`src/rtl/bcd_mod_counter.sv`:
```
// Multi-digit packed-BCD counter over [MIN_BCD, MAX_BCD] with up/down, checked preload,
// wrap pulse (tc_o) and rejected-preload pulse (load_err_o). Cascade via tc_o -> en_i.
module bcd_mod_counter #(
    parameter int unsigned         DIGITS  = 2,
    parameter logic [4*DIGITS-1:0] MAX_BCD = 8'h23,
    parameter logic [4*DIGITS-1:0] MIN_BCD = 8'h00
) (
    input  logic                  clkin,
    input  logic                  reset,
    input  logic                  en_i,
    input  logic                  up_dn_i,
    input  logic                  load_i,
    input  logic [4*DIGITS-1:0]   load_val_i,
    output logic [4*DIGITS-1:0]   count_o,
    output logic                  tc_o,
    output logic                  load_err_o
);

    localparam int unsigned W = 4 * DIGITS;

    logic [W-1:0]      count_q, count_d;
    logic [W-1:0]      inc_val, dec_val;
    logic              tc_q, tc_d;
    logic              load_err_q, load_err_d;
    logic [DIGITS-1:0] is_nine, is_zero;
    logic [DIGITS-1:0] cnt_nib_ok, load_nib_ok;
    logic              count_ok, load_ok;

    for (genvar i = 0; i < DIGITS; i++) begin : g_digit
        // Selects the digits below this one; all of them must be 9 (or 0) to ripple in.
        localparam logic [DIGITS-1:0] LowMask = DIGITS'((1 << i) - 1);

        logic [3:0] cur;
        logic [3:0] ld_nib;
        logic       carry_in;
        logic       borrow_in;

        assign cur            = count_q[4*i +: 4];
        assign ld_nib         = load_val_i[4*i +: 4];
        assign is_nine[i]     = (cur == 4'd9);
        assign is_zero[i]     = (cur == 4'd0);
        assign cnt_nib_ok[i]  = (cur <= 4'd9);
        assign load_nib_ok[i] = (ld_nib <= 4'd9);
        assign carry_in       = &(is_nine | ~LowMask);
        assign borrow_in      = &(is_zero | ~LowMask);

        assign inc_val[4*i +: 4] = !carry_in  ? cur : (is_nine[i] ? 4'd0 : cur + 4'd1);
        assign dec_val[4*i +: 4] = !borrow_in ? cur : (is_zero[i] ? 4'd9 : cur - 4'd1);
    end

    assign count_ok = (&cnt_nib_ok) && (count_q >= MIN_BCD) && (count_q <= MAX_BCD);
    assign load_ok  = (&load_nib_ok) && (load_val_i >= MIN_BCD) && (load_val_i <= MAX_BCD);

    always_comb begin
        count_d    = count_q;
        tc_d       = 1'b0;
        load_err_d = 1'b0;
        if (load_i) begin
            if (load_ok) begin
                count_d = load_val_i;
            end else begin
                load_err_d = 1'b1;
            end
        end else if (en_i) begin
            if (!count_ok) begin
                // Corrupted state: recover to the bottom of the range without a wrap pulse.
                count_d = MIN_BCD;
            end else if (up_dn_i) begin
                if (count_q == MAX_BCD) begin
                    count_d = MIN_BCD;
                    tc_d    = 1'b1;
                end else begin
                    count_d = inc_val;
                end
            end else begin
                if (count_q == MIN_BCD) begin
                    count_d = MAX_BCD;
                    tc_d    = 1'b1;
                end else begin
                    count_d = dec_val;
                end
            end
        end
    end

    always_ff @(posedge clkin or posedge reset) begin
        if (reset) begin
            count_q    <= MIN_BCD;
            tc_q       <= 1'b0;
            load_err_q <= 1'b0;
        end else begin
            count_q    <= count_d;
            tc_q       <= tc_d;
            load_err_q <= load_err_d;
        end
    end

    assign count_o    = count_q;
    assign tc_o       = tc_q;
    assign load_err_o = load_err_q;

endmodule

```
`config.mk`:
```
export PLATFORM = sky130hd
export DESIGN_NAME = bcd_mod_counter
export DESIGN_NICKNAME = d
export VERILOG_FILES = /design/src/rtl/bcd_mod_counter.sv
export SDC_FILE = /design/constraint.sdc
export NUM_CORES = 1
export LEC_CHECK = 0
export ABC_AREA = 1
export CAP_MARGIN = 15
export CORE_MARGIN = 2
export CORE_UTILIZATION = 30
export CTS_CLUSTER_SIZE = 16
export DETAILED_ROUTE_END_ITERATION = 10
export HOLD_SLACK_MARGIN = 0.06
export SLEW_MARGIN = 20
export SYNTH_ARGS = -nofsm -noshare
export SYNTH_HDL_FRONTEND = slang
export SYNTH_SLANG_ARGS = --single-unit
```
`constraint.sdc`:
```
create_clock -name clkin -period 2.3 [get_ports clkin]
set_input_delay 0.575 -clock clkin [delete_from_list [all_inputs] [get_ports clkin]]
set_output_delay 0.575 -clock clkin [all_outputs]
set_load 0.01 [all_outputs]
```
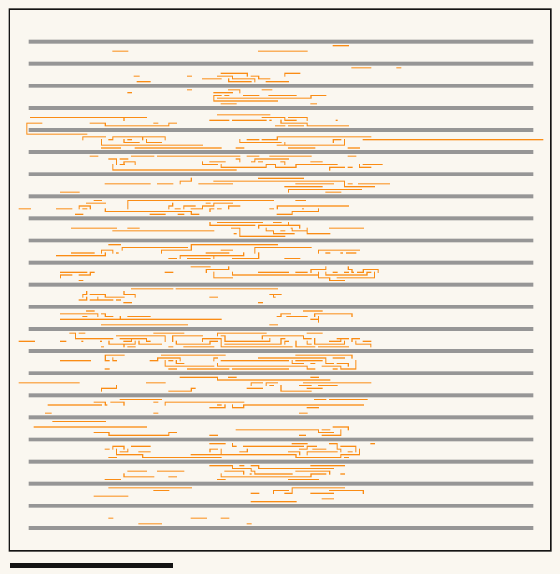
*The metal 1 layer*
Scale bar: 20 um. Supply wires on this layer in gray.
191 nets have wire on it. The layer carries 1,300 um of wire.

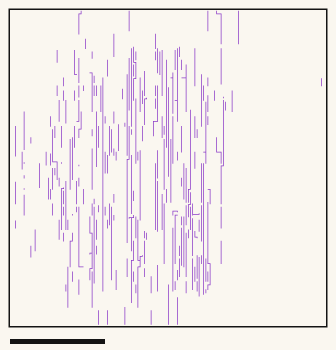
*M2 wires*
Scale bar: 20 um.
The longest straight run is 44.9 um. The layer carries 1,290 um of wire.
GR Util met2: 0.256
Post-Route WL: 2700 um

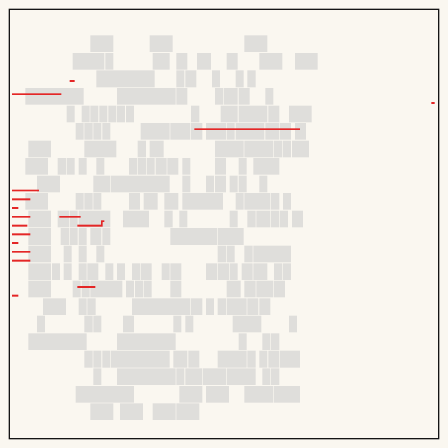
*Met3 routing*
Cells faint in the background.
The layer carries 54.7 um of wire. 14 nets have wire on it. The layer holds 2.0% of the routed length.
grt met3 use: 0.0102
via count: 1,142

==> flow_summary.ini <==
; flow metrics
[clock_tree]
cts_buffers = 3
cts_setup_buffers = 0
cts_tree = built
hold_buffers = 0
h-tree-depth = 1
cts_root_buf = clkbuf_8

[pwr]
power.density_nw_per_um2 = 919
power_clock_mw = 0.218
power_leader = combinational cells
finalPower_mw = 1.37
power.net_switching_mw = 0.626
power_sequential_mw = 0.305

[critical_path]
critical_path_buf_inv_count = 1
crit_end = count_o[3]
worstPathArrival_ps = 1420
crit_path_cell_trace = clkdlybuf4s50_1
slowest_delay_ps = 610
r2r-start = count_o[4]
path_class = flop to primary output
path_max_fanout = 9
cp_num_cells = 1
crit_path_end_kind = primary output

[yosys]
netlist_area_um2 = 1170
ys.flop_type = dfrtp_1
edf_count = 0
simple_gate_share = 0.452
ys_sh_xor = 0.0225
synthMuxAreaShare = 0
syn_inst = 177
top_cell = nand2_1
syn-num-nets = 199

[layout]
fillers = 394
comb_cells = 140
nets = 226
final_layout_top_logic_cells = 61 x nand2_1, 22 x clkdlybuf4s50_1, 21 x inv_1
comb_area_um2 = 783
clk_share = 0.0371
regArea_um2 = 250
lay_top_count = nand2_1
comb_area_frac = 0.527

[final_timing]
fin_ws_ps = 303
finClkSkew_ps = 0.762
timing.fmax_mhz = 501

[min_path]
hp-class = primary input to asynchronous set/reset pin

[global_routing]
use_met1 = 0.189
grt_usage = 0.148
grt_pass1_wl_um = 5020

[routing]
wl_met1_um = 1300
dr.max_layer_used = met4
wl_met2_um = 1290
avgViaCountPerCell = 4.55
first_iter_violations = 31
antenna_left = 0

[floorplan]
die_y_um = 66.4
dieArea_um2 = 4410
num_io_pins = 23
core_util_floorplan = 0.315
fp-row-count = 22

[placed_design]
place_hpwl_um = 2280

[run_status]
status = finished, final reports clean
